drive_strength.png
The bar under the picture is 20 µm long.
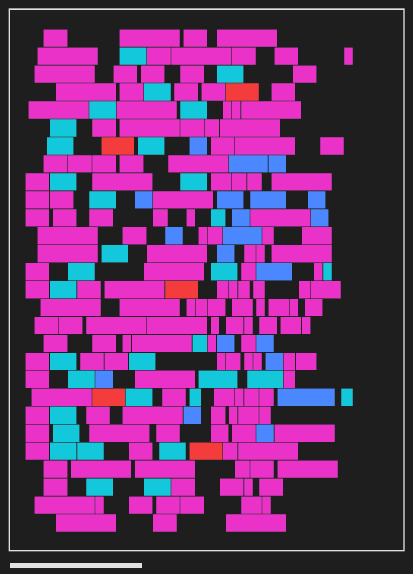
metal_stack.png
Only two layers are drawn.
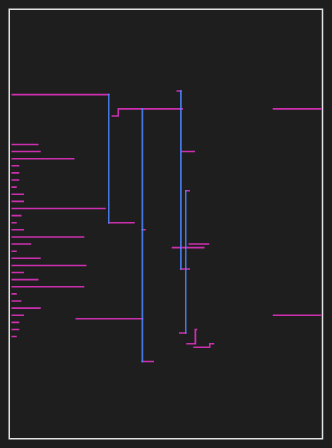
met1.png
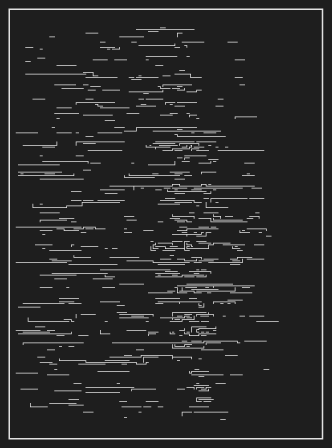
final_clocks.png
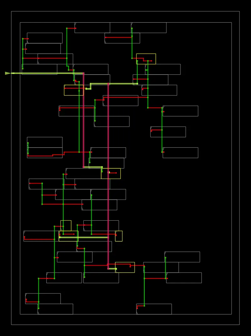
met2.png
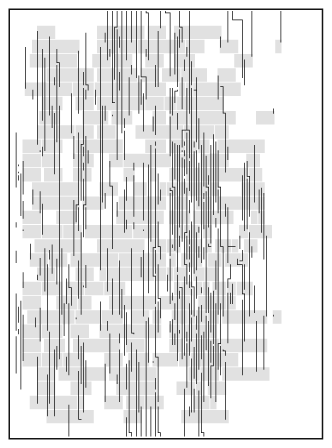
$ cat src/rtl/ee_seq.sv
`default_nettype none
// +-----------------------------------------------------------------------+
// | ee_seq : EEPROM access sequencer (erase / program / read strobes).    |
// | Build option EE_SEQ_VERIFY_EN adds a read-back verify after PROGRAM.  |
// | Rev 1.0                                                               |
// +-----------------------------------------------------------------------+
module ee_seq #(
   parameter int T_ERASE = 16,
   parameter int T_WRITE = 16,
   parameter int T_READ  = 2
) (
   input  logic       clk,
   input  logic       nreset,
   input  logic       req,
   input  logic [1:0] cmd,
   input  logic [7:0] addr,
   input  logic [7:0] wdata,
   output logic       busy,
   output logic       done,
   output logic [7:0] rdata,
   output logic       err,
   output logic [3:0] ee_ctrl,
   output logic [7:0] ee_addr,
   output logic [7:0] ee_wdata,
   input  logic [7:0] ee_rdata
);

   localparam int c_T_MAX = (T_ERASE > T_WRITE) ? ((T_ERASE > T_READ) ? T_ERASE : T_READ)
                                                : ((T_WRITE > T_READ) ? T_WRITE : T_READ);
   localparam int c_CW = $clog2(c_T_MAX) + 1;

   localparam logic [c_CW-1:0] c_CNT_ERASE = c_CW'(T_ERASE);
   localparam logic [c_CW-1:0] c_CNT_WRITE = c_CW'(T_WRITE);
   localparam logic [c_CW-1:0] c_CNT_READ  = c_CW'(T_READ);
   localparam logic [c_CW-1:0] c_CNT_ONE   = c_CW'(1);

   localparam logic [1:0] c_CMD_NOP  = 2'b00;
   localparam logic [1:0] c_CMD_READ = 2'b01;
   localparam logic [1:0] c_CMD_PROG = 2'b10;

   localparam logic [3:0] c_ST_IDLE  = 4'd0;
   localparam logic [3:0] c_ST_SETUP = 4'd1;
   localparam logic [3:0] c_ST_ERASE = 4'd2;
   localparam logic [3:0] c_ST_GAP   = 4'd3;
   localparam logic [3:0] c_ST_WRITE = 4'd4;
   localparam logic [3:0] c_ST_RD    = 4'd5;
   localparam logic [3:0] c_ST_DONE  = 4'd6;
`ifdef EE_SEQ_VERIFY_EN
   localparam logic [3:0] c_ST_VGAP  = 4'd7;
   localparam logic [3:0] c_ST_VRD   = 4'd8;
`endif

   logic [3:0]      r_state;
   logic [3:0]      w_state_nxt;
   logic [c_CW-1:0] r_cnt;
   logic [c_CW-1:0] w_cnt_nxt;
   logic [1:0]      r_cmd;
   logic [7:0]      r_ee_addr;
   logic [7:0]      r_ee_wdata;
   logic [7:0]      r_rdata;
   logic            r_busy;
   logic            r_done;
   logic [2:0]      r_ctrl;
   logic            w_busy_nxt;
   logic            w_done_nxt;
   logic [2:0]      w_ctrl_nxt;
   logic            w_accept;
   logic            w_cnt_last;
   logic            w_rd_last;

   assign w_accept   = (r_state == c_ST_IDLE) && req && (cmd != c_CMD_NOP);
   assign w_cnt_last = (r_cnt == c_CNT_ONE);
`ifdef EE_SEQ_VERIFY_EN
   assign w_rd_last  = w_cnt_last && ((r_state == c_ST_RD) || (r_state == c_ST_VRD));
`else
   assign w_rd_last  = w_cnt_last && (r_state == c_ST_RD);
`endif

   // State register; strobe outputs are registered from the next state so the
   // async reset drops them immediately.
   always_ff @(posedge clk or negedge nreset) begin
      if (!nreset) begin
         r_state <= c_ST_IDLE;
         r_cnt   <= '0;
         r_busy  <= 1'b0;
         r_done  <= 1'b0;
         r_ctrl  <= 3'b000;
      end else begin
         r_state <= w_state_nxt;
         r_cnt   <= w_cnt_nxt;
         r_busy  <= w_busy_nxt;
         r_done  <= w_done_nxt;
         r_ctrl  <= w_ctrl_nxt;
      end
   end

   always_comb begin
      w_state_nxt = r_state;
      w_cnt_nxt   = r_cnt;
      case (r_state)
         c_ST_IDLE:  if (w_accept) w_state_nxt = c_ST_SETUP;
         c_ST_SETUP: begin
            if (r_cmd == c_CMD_READ) begin
               w_state_nxt = c_ST_RD;
               w_cnt_nxt   = c_CNT_READ;
            end else begin
               w_state_nxt = c_ST_ERASE;
               w_cnt_nxt   = c_CNT_ERASE;
            end
         end
         c_ST_ERASE: begin
            if (w_cnt_last) w_state_nxt = (r_cmd == c_CMD_PROG) ? c_ST_GAP : c_ST_DONE;
            else            w_cnt_nxt   = r_cnt - c_CNT_ONE;
         end
         c_ST_GAP: begin
            w_state_nxt = c_ST_WRITE;
            w_cnt_nxt   = c_CNT_WRITE;
         end
         c_ST_WRITE: begin
`ifdef EE_SEQ_VERIFY_EN
            if (w_cnt_last) w_state_nxt = c_ST_VGAP;
`else
            if (w_cnt_last) w_state_nxt = c_ST_DONE;
`endif
            else            w_cnt_nxt   = r_cnt - c_CNT_ONE;
         end
`ifdef EE_SEQ_VERIFY_EN
         c_ST_VGAP: begin
            w_state_nxt = c_ST_VRD;
            w_cnt_nxt   = c_CNT_READ;
         end
         c_ST_VRD: begin
            if (w_cnt_last) w_state_nxt = c_ST_DONE;
            else            w_cnt_nxt   = r_cnt - c_CNT_ONE;
         end
`endif
         c_ST_RD: begin
            if (w_cnt_last) w_state_nxt = c_ST_DONE;
            else            w_cnt_nxt   = r_cnt - c_CNT_ONE;
         end
         c_ST_DONE:  w_state_nxt = c_ST_IDLE;
         default:    w_state_nxt = c_ST_IDLE;
      endcase
   end

   // ctrl bit order: [0] WR, [1] RD, [2] ERASE
   always_comb begin
      w_busy_nxt = (w_state_nxt != c_ST_IDLE);
      w_done_nxt = (w_state_nxt == c_ST_DONE);
      w_ctrl_nxt = 3'b000;
      case (w_state_nxt)
         c_ST_ERASE: w_ctrl_nxt = 3'b100;
         c_ST_WRITE: w_ctrl_nxt = 3'b001;
         c_ST_RD:    w_ctrl_nxt = 3'b010;
`ifdef EE_SEQ_VERIFY_EN
         c_ST_VRD:   w_ctrl_nxt = 3'b010;
`endif
         default:    w_ctrl_nxt = 3'b000;
      endcase
   end

   always_ff @(posedge clk or negedge nreset) begin
      if (!nreset) begin
         r_cmd      <= c_CMD_NOP;
         r_ee_addr  <= 8'h00;
         r_ee_wdata <= 8'h00;
         r_rdata    <= 8'h00;
      end else begin
         if (w_accept) begin
            r_cmd      <= cmd;
            r_ee_addr  <= addr;
            r_ee_wdata <= wdata;
         end
         if (w_rd_last) r_rdata <= ee_rdata;
      end
   end

`ifdef EE_SEQ_VERIFY_EN
   logic r_err;

   // Sticky until the next accepted command.
   always_ff @(posedge clk or negedge nreset) begin
      if (!nreset) begin
         r_err <= 1'b0;
      end else if (w_accept) begin
         r_err <= 1'b0;
      end else if (w_cnt_last && (r_state == c_ST_VRD) && (ee_rdata != r_ee_wdata)) begin
         r_err <= 1'b1;
      end
   end

   assign err = r_err;
`else
   assign err = 1'b0;
`endif

   assign busy     = r_busy;
   assign done     = r_done;
   assign rdata    = r_rdata;
   assign ee_ctrl  = {1'b0, r_ctrl};
   assign ee_addr  = r_ee_addr;
   assign ee_wdata = r_ee_wdata;

endmodule
`default_nettype wire

$ cat config.mk
export PLATFORM = sky130hd
export DESIGN_NAME = ee_seq
export DESIGN_NICKNAME = d
export VERILOG_FILES = /design/src/rtl/ee_seq.sv
export SDC_FILE = /design/constraint.sdc
export NUM_CORES = 1
export LEC_CHECK = 0
export CORE_ASPECT_RATIO = 1.4
export CORE_MARGIN = 2
export CORE_UTILIZATION = 42
export CTS_BUF_LIST = sky130_fd_sc_hd__clkbuf_4 sky130_fd_sc_hd__clkbuf_8
export DETAILED_ROUTE_END_ITERATION = 7
export PLACE_DENSITY = 0.77
export SYNTH_ARGS = -nofsm -noshare
export SYNTH_HDL_FRONTEND = slang
export SYNTH_SLANG_ARGS = --single-unit
$ cat constraint.sdc
create_clock -name clk -period 2.3 [get_ports clk]
set_input_delay 0.575 -clock clk [delete_from_list [all_inputs] [get_ports clk]]
set_output_delay 0.575 -clock clk [all_outputs]
set_load 0.02 [all_outputs]
==> notes.org <==
* Implementation run

** Setup path
- Critical-path maximum fanout :: 5
- Per the STA report, the cell with the highest stage delay on the worst path is sky130_fd_sc_hd__dfrtp_1.
- STA puts the critical path data required time at around 2500 ps.
- Arrival time reported for the critical path endpoint :: between 2000 and 2500 ps
- STA classifies the critical path endpoint as a flop.
- For reference, the critical path cell chain is ha_1 > nor4b_4 > buf_4 > a2bb2oi_1 > o311ai_2 > or3_4 > o21ai_4 > mux2_4.
- The worst setup path is launched from a flop.
- In this run the critical register-to-register path is launched from r_cnt[0]$_DFFE_PN0P_.
- Crit. path cell count :: 8
- The most critical setup path has its startpoint at r_cnt[0]$_DFFE_PN0P_.
- The timing report gives the worst reg2reg path a setup slack of between 60 and 70 ps.

** Outcome
- Outcome :: completed

** Place
- The HPWL after detailed placement is about 3200 µm.
- As logged by OpenROAD, the buffers inserted on ports number 57.
- Including well taps, the total number of placed cells is approximately 250.

** Logic synthesis
- Area share, top type :: a little under three fifths
- Sequential area share after synthesis :: between 50% and 60%
- Count of flip-flops with a built-in enable after synthesis :: 0
- Yosys reports the multiplexer fraction of the synthesized area as 17.2%.
- Leading area contributor after synthesis :: sky130_fd_sc_hd__dfrtp_1
- In the post-synthesis netlist, the biggest area contributors are sky130_fd_sc_hd__dfrtp_1, sky130_fd_sc_hd__mux2_2, sky130_fd_sc_hd__nor2_1.
- Counting flops and latches in the post-synthesis netlist gives about 40.
- By instance count, the leading cell after synthesis is sky130_fd_sc_hd__dfrtp_1.
- Simple Share, Synth :: around an eighth

** Clock network
- Postcts setup bufs :: 1
- Post-cts hold-fix buffer tally :: 0
- CTS root buffer :: sky130_fd_sc_hd__clkbuf_8
- Buffer levels on the longest clock path :: 2

** Final timing
- Hold violation count in the final report :: 0
- In the final timing run, aggregate negative setup slack is 0 ps.
- Crit path time final :: 2230 ps
- The final critical path takes up a little over nine tenths of the cycle.

** Final layout
- Measured on the final layout, buffering overhead outside the clock network stands at between 20% and 30%.
- In the final layout, multi-input gates take up 29.9% of the cell area.
- For this run, the post-layout net count is about 250.

** Die
- The floorplan step records an initial core utilization of 43.2%.
- The design received a total of between 40 and 50 well taps at floorplan.

** Pwr
- Combinational cell power :: 1250 µW
- Of the total power, combinational logic draws between 40% and 50%.
- Clock net power :: about 450 µW

** Route
- Across all layers, the routed design uses roughly 1.4k vias.
-- drive_strength.png (at the start) --
- drive 6 and up: red (cells 5; share 2.3%; most used clkbuf_8)
- drive 2: cyan (cells 33; share 15%; most used mux2_2)
- drive 3 to 4: blue (cells 20; share 9.2%; most used buf_4)
- drive 1 or less: magenta (cells 159; share 73%; most used clkdlybuf4s50_1)
Finished Cell Area: 2600 µm²
layout overhead on the synthesized area: 43.4%
final setup slack of the worst path: 67.9 ps
buffers outside the clock class: 70

-- metal_stack.png (at the start) --
- met3: magenta (wire length 218 µm)
- met4: blue (wire length 134 µm)
Total Wirelength: 4230 µm
overall track demand over capacity in global routing: 18.0%

-- met1.png (at the start) --
- wire length on this layer: 1420 µm
- main direction: horizontal
- nets with wire on the layer: 215
- longest straight run: 17.5 µm

-- final_clocks.png (at the start) --
# clock sinks: 40
clock buf count: 6

-- met2.png (at the start) --
- longest straight run: 48.3 µm
- share of all routed wire: 58%
- wire length on this layer: 2460 µm
- nets with wire on the layer: 228
- main direction: vertical

Power figures rest on the tool's default switching activity, not on a simulated workload.
